Figure 1. Track usage over the die (run 1).
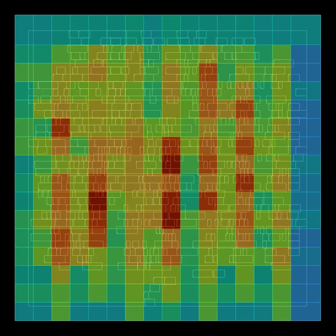
Figure 2. Cells by drive strength (run 1).
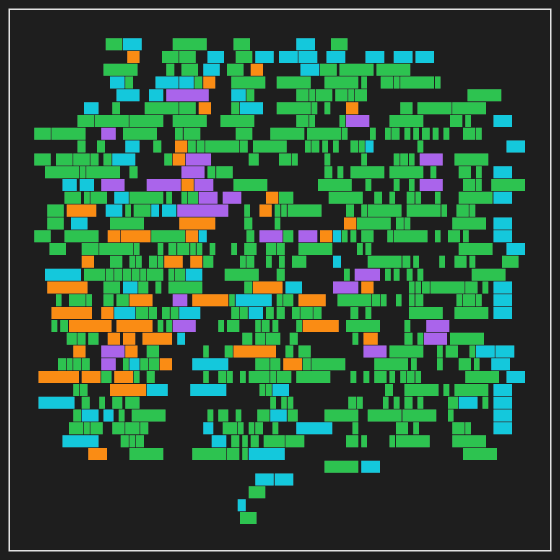
Figure 3. Placed cells, one color a class (run 1).
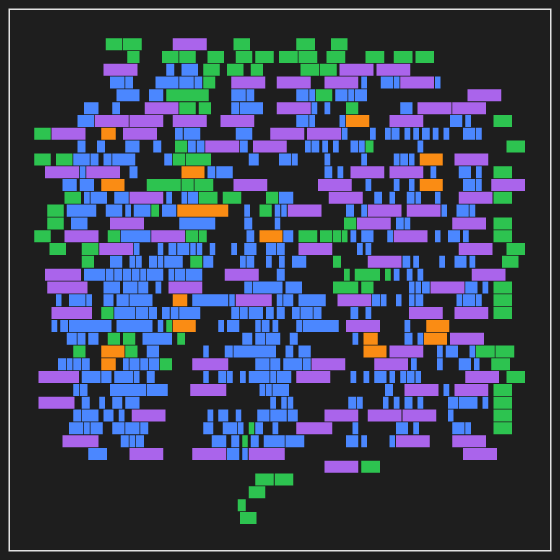
<file path="config.mk">
export PLATFORM = sky130hd
export DESIGN_NAME = qspi_rd_ram
export DESIGN_NICKNAME = d
export VERILOG_FILES = /design/src/rtl/qspi_rd_ram_pkg.sv /design/src/rtl/qspi_tx_shreg.sv /design/src/rtl/qspi_rd_ram.sv
export SDC_FILE = /design/constraint.sdc
export NUM_CORES = 1
export LEC_CHECK = 0
export CORE_MARGIN = 5
export CORE_UTILIZATION = 35
export CTS_CLUSTER_DIAMETER = 150
export CTS_CLUSTER_SIZE = 40
export DETAILED_ROUTE_END_ITERATION = 12
export GPL_ROUTABILITY_DRIVEN = 0
export GPL_TIMING_DRIVEN = 0
export PLACE_DENSITY = 0.56
export SYNTH_ARGS = -nofsm -noshare
export SYNTH_HDL_FRONTEND = slang
export SYNTH_SLANG_ARGS = --single-unit
</file>
<file path="constraint.sdc">
create_clock -name qspi_clk -period 2 [get_ports qspi_clk]
set_clock_uncertainty 0.2 [all_clocks]
set_input_delay 0.4 -clock qspi_clk [delete_from_list [all_inputs] [get_ports qspi_clk]]
set_output_delay 0.4 -clock qspi_clk [all_outputs]
set_load 0.1 [all_outputs]
</file>
<file path="src/rtl/qspi_rd_ram_pkg.sv">
// rtl/qspi_rd_ram_pkg.sv - shared QSPI frame definitions: FSM states, opcodes, phase lengths
package qspi_rd_ram_pkg;

    typedef enum logic [2:0] {
        ST_IDLE  = 3'd0,
        ST_CMD   = 3'd1,
        ST_ADDR  = 3'd2,
        ST_DUMMY = 3'd3,
        ST_DATA  = 3'd4,
        ST_HOLD  = 3'd5
    } qspi_state_t;

    localparam logic [7:0] QSPI_RD_CMD = 8'hEB;

    localparam int CMD_BITS  = 8;
    localparam int ADDR_NIBS = 6;

endpackage

</file>
<file path="src/rtl/qspi_tx_shreg.sv">
// rtl/qspi_tx_shreg.sv - W-bit load / shift-by-4 register, top nibble drives io[3:0]
module qspi_tx_shreg #(
    parameter int W = 16
) (
    input  logic         i_clk,
    input  logic         i_rst_n,
    input  logic         i_clr,
    input  logic         i_load,
    input  logic         i_shift,
    input  logic [W-1:0] i_data,
    output logic [3:0]   o_nib
);

    logic [W-1:0] r_sh;

    // Load a fresh word or shift the next nibble up to the output position
    always_ff @(posedge i_clk) begin
        if (!i_rst_n || i_clr) begin
            r_sh <= '0;
        end else if (i_load) begin
            r_sh <= i_data;
        end else if (i_shift) begin
            r_sh <= {r_sh[W-5:0], 4'h0};
        end
    end

    assign o_nib = r_sh[W-1 -: 4];

endmodule

</file>
<file path="src/rtl/qspi_rd_ram.sv">
// rtl/qspi_rd_ram.sv - QSPI quad-read slave streaming buffer RAM words; QSPI_RD_CMD_CHECK_EN enables opcode check
module qspi_rd_ram
    import qspi_rd_ram_pkg::*;
#(
    parameter logic [7:0] RD_CMD    = QSPI_RD_CMD,
    parameter int         DUMMY_CYC = 4,
    parameter int         RAM_AW    = 3,
    parameter int         RAM_DW    = 16
) (
    input  logic              qspi_clk,
    input  logic              rst_n,
    input  logic              qspi_csn,
    input  logic [3:0]        qspi_io_i,
    output logic [3:0]        qspi_io_o,
    output logic              qspi_io_oe,
    output logic [23:0]       qspi_rd_addr,
    output logic              qspi_rd_req,
    output logic              ram_ren,
    output logic [RAM_AW-1:0] ram_raddr,
    input  logic [RAM_DW-1:0] ram_rdata
);

`ifdef QSPI_RD_CMD_CHECK_EN
    localparam bit CMD_CHECK = 1'b1;
`else
    localparam bit CMD_CHECK = 1'b0;
`endif

    localparam int NIB = RAM_DW / 4;

    localparam logic [7:0] CNT_CMD_LAST  = 8'(CMD_BITS - 1);
    localparam logic [7:0] CNT_ADDR_LAST = 8'(ADDR_NIBS - 1);
    localparam logic [7:0] CNT_DUM_LAST  = 8'(DUMMY_CYC - 1);
    localparam logic [7:0] CNT_PREFETCH  = 8'(DUMMY_CYC - 2);
    localparam logic [7:0] NIB_LAST      = 8'(NIB - 1);
    localparam logic [7:0] NIB_REN       = 8'(NIB - 2);

    qspi_state_t       r_state;
    qspi_state_t       w_state_nxt;

    logic [7:0]        r_cnt;
    logic [7:0]        r_nib;
    logic [6:0]        r_cmd;
    logic [19:0]       r_addr_sh;

    logic              r_io_oe;
    logic [23:0]       r_rd_addr;
    logic              r_rd_req;
    logic              r_ram_ren;
    logic [RAM_AW-1:0] r_ram_raddr;

    logic [7:0]        w_cmd_byte;
    logic              w_cmd_reject;
    logic [7:0]        w_nib_nxt;
    logic              w_oe_nxt;
    logic              w_req_nxt;
    logic              w_ren_nxt;
    logic [RAM_AW-1:0] w_raddr_nxt;
    logic              w_load_addr;
    logic              w_sh_clr;
    logic              w_sh_load;
    logic              w_sh_shift;
    logic [3:0]        w_tx_nib;

    assign w_cmd_byte   = {r_cmd, qspi_io_i[0]};
    assign w_cmd_reject = CMD_CHECK && (w_cmd_byte != RD_CMD);
    assign w_nib_nxt    = (r_nib == NIB_LAST) ? 8'd0 : r_nib + 8'd1;

    // State register
    always_ff @(posedge qspi_clk) begin
        if (!rst_n) begin
            r_state <= ST_IDLE;
        end else begin
            r_state <= w_state_nxt;
        end
    end

    // Next-state decode; csn high always aborts back to IDLE
    always_comb begin
        w_state_nxt = r_state;
        if (qspi_csn) begin
            w_state_nxt = ST_IDLE;
        end else begin
            case (r_state)
                ST_IDLE:  w_state_nxt = ST_CMD;
                ST_CMD:   if (r_cnt == CNT_CMD_LAST)
                              w_state_nxt = w_cmd_reject ? ST_HOLD : ST_ADDR;
                ST_ADDR:  if (r_cnt == CNT_ADDR_LAST) w_state_nxt = ST_DUMMY;
                ST_DUMMY: if (r_cnt == CNT_DUM_LAST)  w_state_nxt = ST_DATA;
                ST_DATA:  w_state_nxt = ST_DATA;
                ST_HOLD:  w_state_nxt = ST_HOLD;
                default:  w_state_nxt = ST_IDLE;
            endcase
        end
    end

    // Output decode: next values of the registered pins and shifter controls
    always_comb begin
        w_oe_nxt    = 1'b0;
        w_req_nxt   = 1'b0;
        w_ren_nxt   = 1'b0;
        w_raddr_nxt = r_ram_raddr;
        w_load_addr = 1'b0;
        w_sh_clr    = 1'b0;
        w_sh_load   = 1'b0;
        w_sh_shift  = 1'b0;
        if (qspi_csn) begin
            w_sh_clr = 1'b1;
        end else begin
            case (r_state)
                ST_ADDR: begin
                    if (r_cnt == CNT_ADDR_LAST) begin
                        w_load_addr = 1'b1;
                        w_req_nxt   = 1'b1;
                        // with only two dummy clocks the prefetch starts in dummy cycle 0
                        if (CNT_PREFETCH == 8'd0) begin
                            w_ren_nxt   = 1'b1;
                            w_raddr_nxt = '0;
                        end
                    end
                end
                ST_DUMMY: begin
                    if (r_cnt + 8'd1 == CNT_PREFETCH) begin
                        w_ren_nxt   = 1'b1;
                        w_raddr_nxt = '0;
                    end
                    if (r_cnt == CNT_DUM_LAST) begin
                        w_sh_load = 1'b1;
                        w_oe_nxt  = 1'b1;
                    end
                end
                ST_DATA: begin
                    w_oe_nxt = 1'b1;
                    if (r_nib == NIB_LAST) w_sh_load  = 1'b1;
                    else                   w_sh_shift = 1'b1;
                    // fetch the next word so it lands exactly when this one runs out
                    if (w_nib_nxt == NIB_REN) begin
                        w_ren_nxt   = 1'b1;
                        w_raddr_nxt = r_ram_raddr + 1'b1;
                    end
                end
                default: ;
            endcase
        end
    end

    // Phase counters, command/address shifters and registered pins
    always_ff @(posedge qspi_clk) begin
        if (!rst_n) begin
            r_cnt       <= '0;
            r_nib       <= '0;
            r_cmd       <= '0;
            r_addr_sh   <= '0;
            r_io_oe     <= 1'b0;
            r_rd_addr   <= '0;
            r_rd_req    <= 1'b0;
            r_ram_ren   <= 1'b0;
            r_ram_raddr <= '0;
        end else begin
            r_io_oe     <= w_oe_nxt;
            r_rd_req    <= w_req_nxt;
            r_ram_ren   <= w_ren_nxt;
            r_ram_raddr <= w_raddr_nxt;
            if (w_load_addr) r_rd_addr <= {r_addr_sh, qspi_io_i};
            if (qspi_csn) begin
                r_cnt     <= '0;
                r_nib     <= '0;
                r_cmd     <= '0;
                r_addr_sh <= '0;
            end else begin
                case (r_state)
                    ST_IDLE: begin
                        r_cmd <= {6'd0, qspi_io_i[0]};
                        r_cnt <= 8'd1;
                    end
                    ST_CMD: begin
                        r_cmd <= {r_cmd[5:0], qspi_io_i[0]};
                        r_cnt <= (r_cnt == CNT_CMD_LAST) ? 8'd0 : r_cnt + 8'd1;
                    end
                    ST_ADDR: begin
                        r_addr_sh <= {r_addr_sh[15:0], qspi_io_i};
                        r_cnt     <= (r_cnt == CNT_ADDR_LAST) ? 8'd0 : r_cnt + 8'd1;
                    end
                    ST_DUMMY: begin
                        r_cnt <= (r_cnt == CNT_DUM_LAST) ? 8'd0 : r_cnt + 8'd1;
                        r_nib <= '0;
                    end
                    ST_DATA: r_nib <= w_nib_nxt;
                    default: ;
                endcase
            end
        end
    end

    qspi_tx_shreg #(
        .W(RAM_DW)
    ) u_tx_shreg (
        .i_clk   (qspi_clk),
        .i_rst_n (rst_n),
        .i_clr   (w_sh_clr),
        .i_load  (w_sh_load),
        .i_shift (w_sh_shift),
        .i_data  (ram_rdata),
        .o_nib   (w_tx_nib)
    );

    assign qspi_io_o    = w_tx_nib;
    assign qspi_io_oe   = r_io_oe;
    assign qspi_rd_addr = r_rd_addr;
    assign qspi_rd_req  = r_rd_req;
    assign ram_ren      = r_ram_ren;
    assign ram_raddr    = r_ram_raddr;

endmodule

</file>
==> results.toml, run 1 <==
# physical design summary
[job]
drv_cap = 0

[logic_synthesis]
ys_seq_share_pct = 44.4
synthTopCellsByCount = "115 x nand2_1, 85 x dfxtp_1, 44 x a21oi_1"
ff_type = "dfxtp_1"
ys_sh_mux_pct = 3.39
syn_nets = 500

[routing]
first_iter_violations = 169
postRouteAntennaNets = 0
drt-total-wl_um = 9610
drc = 0
first_pass_iters = 4
post_drt_via_cell_ratio = 5.06
highest_layer = "met4"
met3_length_um = 454

[grt]
use_met3_pct = 3.75
grt_pass1_vias = 3393
grt_first_pass_wirelength_um = 16100

[layout]
dominant_cells = "multi-input combinational cells"
antenna_cells = 0
fin_area_um2 = 5270
nFlopsAndLatches = 85
fillers = 1046
areaGrowthSynthToFinish_pct = 37.4
fin_nets = 579
layout-drive-gt1-share_pct = 26.6
nMultiInputCombCells = 348

[floorplan]
die.size.x_um = 115
initial_core_util_pct = 35.5
die_h_um = 115

[timing]
relSlewSlack_pct = 63.6
finalWorstSetupSlack_ns = -0.0643
min_period_over_period_pct = 103
finalCriticalPeriod_ns = 2.06
setup_violations = 8

[worst_setup_path]
critical_path_class = "register to register"
timing.critical_path.buf_inv = 0
crit_start = "r_cnt[3]$_SDFFE_PP0P_"
critPathLaunchType = "register"
r2r_cells = 6
worstPathRequired_ns = 2.06
endpoint_kind = "register"

[clocking]
cts.clk_slew.worst_paths_ns = 0.09
holdBufCountCts = 0
htree_levels = 3
cts_tree = "yes"

[placement]
place_hpwl_um = 6740

[run_status]
status = "complete, but fails checks"
violations = "setup timing"

[power_and_ir_drop]
internal-power_mw = 2.42
clkPwrFrac_pct = 42.0
p_clk_mw = 1.32
vdd_drop_max_uv = 499

[min_path]
worstHoldEndpoint = "qspi_rd_addr[20]$_SDFFE_PN0P_"
min-delay-start = "r_addr_sh[16]$_SDFFE_PP0P_"
-- Figure 1 (at the start) --
grt peak-use layer: met2
final core utilization: 48.8%
met1 Use GR: 19.3%
GR Util met2: 24.9%
routed length per instance: 13.8 um

-- Figure 2 (at the start) --
- drive 1 or less: green (cells 408; most used nand2_1)
- drive 3 to 4: orange (cells 45; most used buf_4)
- drive 2: cyan (cells 79; most used clkdlybuf4s15_2)
- drive 6 and up: purple (cells 24; most used clkbuf_8)

-- Figure 3 (at the start) --
- all other logic: blue (cells 355; share of their area 43%)
- other buffers and delay cells: green (cells 100; share of their area 19%)
- clock drivers and dummy loads: orange (cells 16; share of their area 4.2%)
- flip-flops: purple (cells 85; share of their area 34%)

Figure 4. Signal metal coverage by tile (run 1).
The bar under the picture is 20 um long. The die is cut into 23 by 23 equal tiles; dark blue is low, red is high, scaled to the fullest tile. Values are wire area over tile area, all layers added.
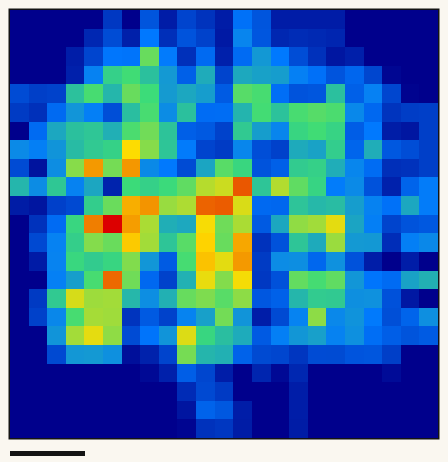

==> inputs of run 2 (changes only) <==
Settings changed: CORE_UTILIZATION 35 to 45, PLACE_DENSITY 0.56 to 0.69, TNS_END_PERCENT from default to 50.
Figure 5. Signal metal coverage by tile (run 2).
The bar under the picture is 20 um long. The die is cut into 20 by 20 equal tiles; dark blue is low, red is high, scaled to the fullest tile. Values are wire area over tile area, all layers added.
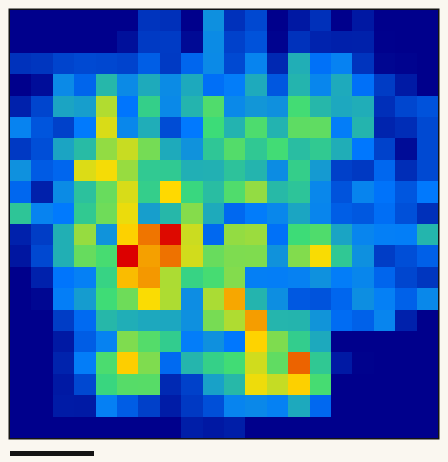
- fullest tile: 0.53
- densest ninth of the die: center
- nearly empty tiles: 19%
- emptiest ninth of the die: lower right
- mean over tiles: 0.15
- tiles over half the peak: 19%

Figure 6. Placed cells, one color a class (run 2).
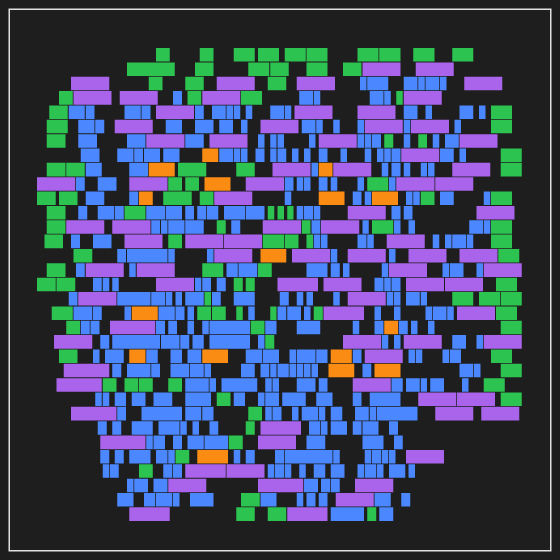
- flip-flops: purple (cells 85; share of their area 34%)
- other buffers and delay cells: green (cells 105; share of their area 19%)
- clock drivers and dummy loads: orange (cells 16; share of their area 3.8%)
- all other logic: blue (cells 355; share of their area 43%)

Figure 7. Track usage over the die (run 2).
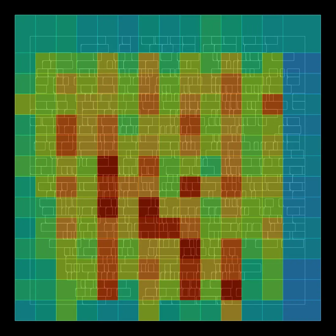
final core utilization: 63.0%
routed length per instance: 14.5 um

==> results.toml, run 2 <==
# physical design summary
[run_status]
status = "complete, but fails checks"
violations = "setup timing"

[grt]
use_met3_pct = 4.64
grt_overflow = 0
grt_use_met1_pct = 23.6
grt_pass1_vias = 3343
top_usage_layer = "met2"

[clocking]
cts.clk_slew.worst_paths_ns = 0.10
cts_buffer_depth = 2
htree_levels = 3
holdBufCountCts = 0
cts_tree = "yes"
worstSkewPairLatency_ns = 0.36

[routing]
first_iter_violations = 159
drc = 0
postRouteAntennaNets = 0
highest_layer = "met4"
first_pass_iters = 4
post_drt_via_cell_ratio = 5.41
drt-total-wl_um = 9660
met3_length_um = 455

[layout]
fin_area_um2 = 5200
seq_area_share_pct = 33.3
antenna_cells = 0
nMultiInputCombCells = 348
layout-drive-gt1-share_pct = 27.5
regArea_um2 = 1730
fillers = 723
fin_nets = 584
nNonClkInverters = 7
areaGrowthSynthToFinish_pct = 35.6

[floorplan]
initial_core_util_pct = 46.5
die.size.x_um = 102

[worst_setup_path]
endpoint_kind = "register"
timing.critical_path.buf_inv = 1
cp_cell_sequence = "or4_4 -> o31ai_4 -> o31a_2 -> buf_4 -> nor3_1 -> a21oi_1 -> nor2_1"
path_depth = 7
critical_path_class = "register to register"
r2r_cells = 7
worstPathRequired_ns = 2.04
crit_start = "r_cnt[3]$_SDFFE_PP0P_"

[power_and_ir_drop]
internal-power_mw = 2.23
clkPwrFrac_pct = 39.3
p_clk_mw = 1.18
power_frac_comb_pct = 4.4

[placement]
place_hpwl_um = 6540

[timing]
relSlewSlack_pct = 63.2
min_period_over_period_pct = 106
finalWorstSetupSlack_ns = -0.112
finalCriticalPeriod_ns = 2.11
setup_violations = 21

[min_path]
min-delay-start = "r_addr_sh[17]$_SDFFE_PP0P_"
worstHoldEndpoint = "qspi_rd_addr[21]$_SDFFE_PN0P_"

[job]
drv_cap = 0

[logic_synthesis]
ff_type = "dfxtp_1"
synthTopCellsByCount = "115 x nand2_1, 85 x dfxtp_1, 44 x a21oi_1"
ys_seq_share_pct = 44.4
syn_nets = 500
ys_sh_mux_pct = 3.39
Figure 8. Cells by drive strength (run 2).
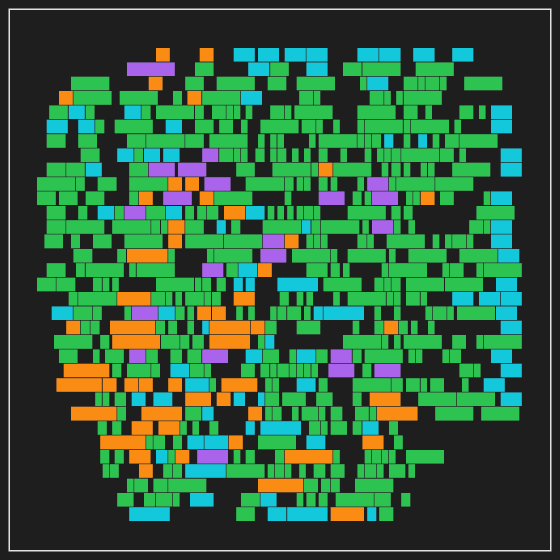

==> inputs of run 3 (changes only) <==
Settings changed: CORE_UTILIZATION 45 to 38, PLACE_DENSITY 0.69 to 0.6, SKIP_LAST_GASP from default to 1.
Figure 9. Cells by drive strength (run 3).
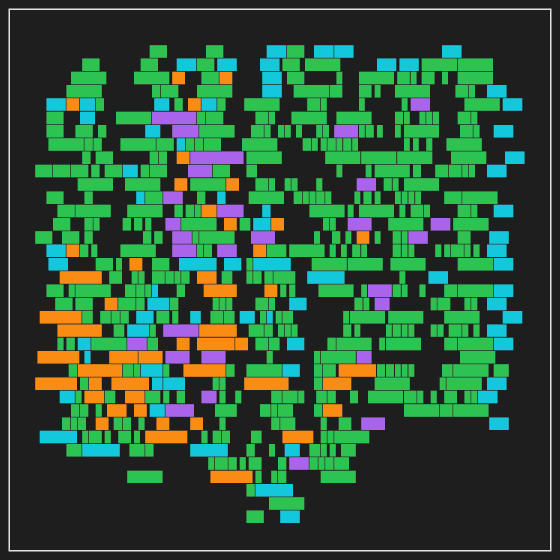
- drive 6 and up: purple (cells 28)
- drive 3 to 4: orange (cells 47; most used buf_4)
- drive 2: cyan (cells 70; most used clkdlybuf4s15_2)
- drive 1 or less: green (cells 415; most used nand2_1)

Figure 10. Placed cells, one color a class (run 3).
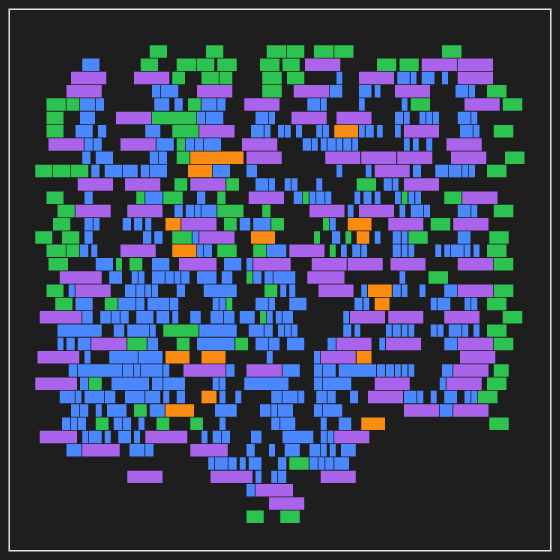
- flip-flops: purple (cells 85; share of their area 34%)
- clock drivers and dummy loads: orange (cells 16; share of their area 4.2%)
- all other logic: blue (cells 355; share of their area 42%)
- other buffers and delay cells: green (cells 104; share of their area 19%)

==> results.toml, run 3 <==
# physical design summary
[worst_setup_path]
crit_start = "r_cnt[3]$_SDFFE_PP0P_"
worstPathRequired_ns = 2.06
cp_cell_sequence = "or4_4 -> a211oi_2 -> o31a_2 -> buf_6 -> nor3_4 -> a22o_1"
critical_path_class = "register to register"
critPathLaunchType = "register"
r2r_cells = 6
timing.critical_path.buf_inv = 1

[timing]
finalWorstSetupSlack_ns = -0.110
finalCriticalPeriod_ns = 2.11
setup_violations = 43
tightest_slew_ns = 0.954
min_period_over_period_pct = 105

[floorplan]
die_h_um = 110
die.size.x_um = 110
initial_core_util_pct = 39.1

[routing]
first_iter_violations = 119
met3_length_um = 384
post_drt_via_cell_ratio = 5.14
wl_per_cell_um = 14.0
highest_layer = "met4"
drt-total-wl_um = 9680
drc = 0
postRouteAntennaNets = 0

[grt]
use_met3_pct = 3.17
grt_first_pass_wirelength_um = 16300
grt_use_met1_pct = 21.2
top_usage_layer = "met2"
grt_overflow = 0
use_met2_pct = 25.0

[layout]
layout-drive-gt1-share_pct = 25.9
fillers = 974
buf_share_pct = 18.8
antenna_cells = 0
fin_nets = 583
nFlopsAndLatches = 85
finish.utilization_pct = 53.6
nMultiInputCombCells = 348
seq_area_share_pct = 33.0
mi_logic_area_um2 = 2130
areaGrowthSynthToFinish_pct = 37.3
dominant_cells = "multi-input combinational cells"

[power_and_ir_drop]
internal-power_mw = 2.36
power_frac_comb_pct = 4.3
clkPwrFrac_pct = 41.6
p_clk_mw = 1.30
vdd_drop_max_uv = 400

[logic_synthesis]
ff_type = "dfxtp_1"
enable_flop_cells = 0
topCellsByArea = "dfxtp_1 44%, nand2_1 11%, a21oi_1 5.7%, a21boi_1 4.7%, mux2i_1 3.4%"
synthCells = 472
ys_sh_mux_pct = 3.39
ys_sh_simple_pct = 24.4
synthArstFlopShare_pct = 0
ys_seq_share_pct = 44.4

[clocking]
cts_buffer_depth = 2
htree_levels = 3
cts_tree = "yes"
holdBufCountCts = 0
worstSkewPairLatency_ns = 0.36
cts.clk_slew.worst_paths_ns = 0.10

[min_path]
worstHoldEndpoint = "qspi_rd_addr[21]$_SDFFE_PN0P_"
min_path_cells = 2
min-delay-start = "qspi_rd_addr[21]$_SDFFE_PN0P_"

[run_status]
violations = "setup timing"
status = "complete, but fails checks"
Figure 11. Cell area per tile (run 3).
The bar under the picture is 20 um long. The die is cut into 11 by 11 equal tiles; dark blue is low, red is high, 0 to 100% covered.
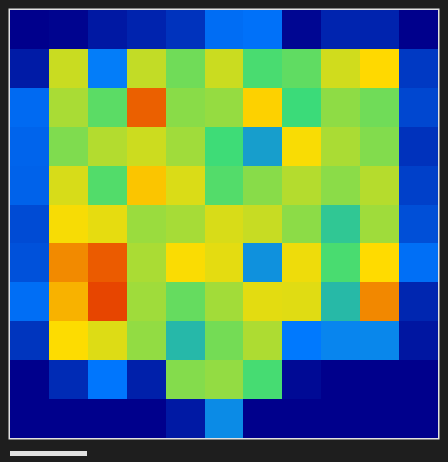
- densest ninth of the die: center
- tiles over 75% full: 8.3%
- fullest tile: 92%

